<file path="src/rtl/fifo_rd_stream.sv">
// fifo_rd_stream: pops a registered-read FIFO into a 2-entry valid/ready stream buffer and marks burst ends.
// Optional feature: define FIFO_RD_STREAM_STATS_EN to add the 32-bit stat_beats_o delivered-beat counter.
module fifo_rd_stream #(
  parameter int DATA_WIDTH = 32,
  parameter int BURST_LEN  = 8
) (
  input  logic                  clk_i,
  input  logic                  rst_i,
  input  logic                  fifo_empty_i,
  input  logic [DATA_WIDTH-1:0] fifo_rd_data_i,
  output logic                  fifo_rd_en_o,
  output logic                  m_valid_o,
  input  logic                  m_ready_i,
  output logic [DATA_WIDTH-1:0] m_data_o,
  output logic                  m_last_o,
  input  logic                  flush_i
`ifdef FIFO_RD_STREAM_STATS_EN
  ,
  output logic [31:0]           stat_beats_o
`endif
);

  localparam int               CNT_W   = (BURST_LEN > 1) ? $clog2(BURST_LEN) : 1;
  localparam logic [CNT_W-1:0] CNT_MAX = CNT_W'(BURST_LEN - 1);

  typedef enum logic {RUN, DRAIN} state_t;

  state_t                state;
  logic [1:0]            occ;
  logic                  infl;
  logic [CNT_W-1:0]      count;
  logic [DATA_WIDTH-1:0] entry0;
  logic [DATA_WIDTH-1:0] entry1;
  logic                  pop;
  logic                  capture;
  logic [2:0]            pending;

  assign pop     = m_valid_o && m_ready_i;
  assign capture = infl && (state == RUN) && !flush_i;

  // Words that will sit in the buffer once this cycle's pop and the in-flight read settle.
  assign pending = {1'b0, occ} + {2'b00, infl} - {2'b00, pop};

  assign fifo_rd_en_o = !rst_i && !fifo_empty_i && !flush_i && (state == RUN) && (pending < 3'd2);
  assign m_valid_o    = (occ != 2'd0);
  assign m_data_o     = entry0;
  assign m_last_o     = m_valid_o && (count == CNT_MAX);

  // NOTE: every register here uses <= so all of them sample the pre-edge values of pop/capture/occ.
  always_ff @(posedge clk_i or posedge rst_i) begin
    if (rst_i) begin
      state  <= RUN;
      occ    <= 2'd0;
      infl   <= 1'b0;
      count  <= '0;
      // NOTE: the data entries are reset as well, because m_data_o must read 0 while rst_i is high.
      entry0 <= '0;
      entry1 <= '0;
    end else begin
      infl <= fifo_rd_en_o;
      if (flush_i) begin
        occ   <= 2'd0;
        count <= '0;
        state <= infl ? DRAIN : RUN;
      end else begin
        state <= RUN;
        if (pop) count <= (count == CNT_MAX) ? '0 : count + 1'b1;
        unique case ({pop, capture})
          2'b10: begin
            entry0 <= entry1;
            occ    <= occ - 2'd1;
          end
          2'b01: begin
            if (occ == 2'd0) entry0 <= fifo_rd_data_i;
            else             entry1 <= fifo_rd_data_i;
            occ <= occ + 2'd1;
          end
          2'b11: begin
            // Shift and append together; occupancy is unchanged.
            if (occ == 2'd1) begin
              entry0 <= fifo_rd_data_i;
            end else begin
              entry0 <= entry1;
              entry1 <= fifo_rd_data_i;
            end
          end
          default: ;
        endcase
      end
    end
  end

`ifdef FIFO_RD_STREAM_STATS_EN
  // Counts every delivered beat, including one delivered in a flush cycle; only reset clears it.
  always_ff @(posedge clk_i or posedge rst_i) begin
    if (rst_i)    stat_beats_o <= '0;
    else if (pop) stat_beats_o <= stat_beats_o + 32'd1;
  end
`endif

endmodule

</file>
<file path="config.mk">
export PLATFORM = sky130hd
export DESIGN_NAME = fifo_rd_stream
export DESIGN_NICKNAME = d
export VERILOG_FILES = /design/src/rtl/fifo_rd_stream.sv
export SDC_FILE = /design/constraint.sdc
export NUM_CORES = 1
export LEC_CHECK = 0
export CAP_MARGIN = 20
export CORE_MARGIN = 1.5
export CORE_UTILIZATION = 51
export CTS_BUF_LIST = sky130_fd_sc_hd__clkbuf_16
export DETAILED_ROUTE_END_ITERATION = 10
export DONT_BUFFER_PORTS = 1
export GPL_TIMING_DRIVEN = 0
export MAX_ROUTING_LAYER = met4
export PLACE_DENSITY = 0.66
export SETUP_SLACK_MARGIN = 0.3
export SYNTH_ARGS = -nofsm -noshare
export SYNTH_HDL_FRONTEND = slang
export SYNTH_SLANG_ARGS = --single-unit
</file>
<file path="constraint.sdc">
create_clock -name clk_i -period 2.6 [get_ports clk_i]
set_clock_uncertainty 0.05 [all_clocks]
set_input_delay 0.26 -clock clk_i [delete_from_list [all_inputs] [get_ports clk_i]]
set_output_delay 0.26 -clock clk_i [all_outputs]
set_load 0.02 [all_outputs]
</file>
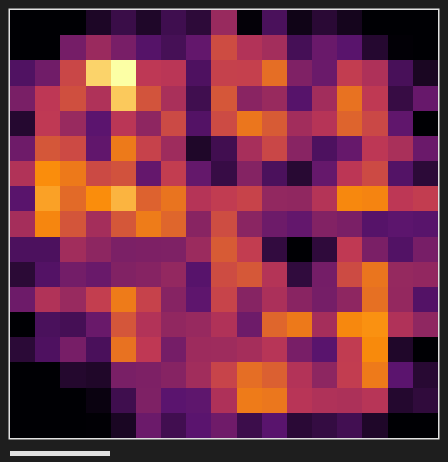
**Above:** wiring heat map.
Bar = 20 um. The die is cut into 17 by 17 equal tiles; black is low, pale yellow is high, scaled to the fullest tile. Values are wire area over tile area, all layers added.
tiles over half the peak: 27%
fullest tile: 0.46
emptiest ninth of the die: bottom left
nearly empty tiles: 9.0%
mean over tiles: 0.17
densest ninth of the die: left middle

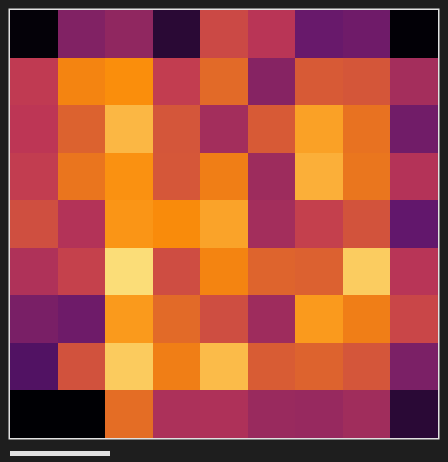
**Above:** placement density heat map.
Bar = 20 um. The die is cut into 9 by 9 equal tiles; black is low, pale yellow is high, 0 to 100% covered.
fullest tile: 93%
tiles over 75% full: 16%
mean over tiles: 53%
nearly empty tiles: 4.9%

==> notes.md <==
fresh numbers from the pnr run: highest clock frequency the design can meet 389 MHz, Switching Fraction 0.356, utilization after layout 0.615, router iterations before antenna repair 7, Area Growth Syn to Fin 14.9%, Crit. End Element output port, clk root buf sky130_fd_sc_hd__clkbuf_16, top cell type by instance count after synthesis sky130_fd_sc_hd__dfrtp_1, detailed-route wire length on metal 1 3440 um, detailed placement HPWL 4770 um, setup repair after global routing missed its margin true, Top Layout Cells 69 x sky130_fd_sc_hd__dfrtp_1, 32 x sky130_fd_sc_hd__nand3_1, 32 x sky130_fd_sc_hd__nor3_1, 32 x sky130_fd_sc_hd__a31oi_1, 30 x sky130_fd_sc_hd__mux2_4, area used by sequential logic in the layout 1780 um2, dpl cell area 3600 um2, most used standard cells in the synthesized netlist 71 x sky130_fd_sc_hd__dfrtp_1, 32 x sky130_fd_sc_hd__a31oi_1, 32 x sky130_fd_sc_hd__nand3_1, 32 x sky130_fd_sc_hd__nor3_1, 30 x sky130_fd_sc_hd__mux2_4, area share, top type 0.514, number of synthesized flops with an enable pin 0, pin count of the biggest net entering global routing 72, cell class contributing the biggest share of worst-path delay adder cells, sequential cell area fraction in the yosys report 0.514, Reg clk slew, reported paths 60 ps, Setup Buffers After CTS 5, count of pins over their slew limit 0, routed len/inst 19.0 um, beginning of the worst register-to-register path occ[0]$_DFFE_PP0P_, GPL Wtd Cong 0.748, number of instances in the synthesized netlist 302, count of endpoints failing hold in the final timing report 0, min-delay src fifo_rd_data_i[12], DR WL met3 493 um, total clock buffers created by CTS 9, busiest metal layer after global routing met2, reported net switching power 1780 uW, result of the run finished, violations left, worst stage delay on the critical path 510 ps, NumNets Final 362, Worst Hold Depth 1, clock group share of total power 0.257, crit path kind reg2out, internal power 3220 uW, Crit Reg-Reg Endpoint m_data_o[8]$_DFFE_PP0P_, floorplan die area 7280 um2, uppermost routed layer met4, summed standard-cell area reported by yosys 3460 um2, peak fanout along the critical path 2, initial core utilization 0.535, OpenROAD warning count 30, combinational fraction of design power 0.301, antenna violations before repair 0, via count of the first global-routing pass 2571, drc violations 6, Least-Margin Pin Slew 877 ps, clock tree buffer depth 2, Post-Synthesis Cell Area 3460 um2, violations in the final reports DRC, cell leakage power 0.00175 uW, total non-filler cell area in the finished layout 3970 um2, post-cts sizing count 2, final instance count without filler cells 401, Crit. path cell count 9
## logic make-up (layout without fill, tap and decap cells)
| kind of cell | Yosys count | after routing | synth area share |
|---|---|---|---|
| buffers and inverters | 35 | 57 | 0.0564 |
| AND/OR/NAND/NOR | 85 | 85 | 0.137 |
| flip-flops | 71 | 71 | 0.514 |
| adder cells (fa/ha/maj) | 6 | 6 | 0.0239 |
| multiplexers | 36 | 36 | 0.148 |
| XOR/XNOR | 2 | 2 | 0.00904 |
| AND-OR/OR-AND | 67 | 67 | 0.111 |
## cell type report
cell class | count | area share
inverters | 5 | 0.00535
clock inverters | 7 | 0.0220
plain buffers | 30 | 0.0460
flip-flops and latches | 71 | 0.448
clock buffers | 9 | 0.0567
repair buffers | 6 | 0.0120
multi-input cells | 196 | 0.386
well taps | 77 | 0.0242
Power and IR drop assume default switching activity.
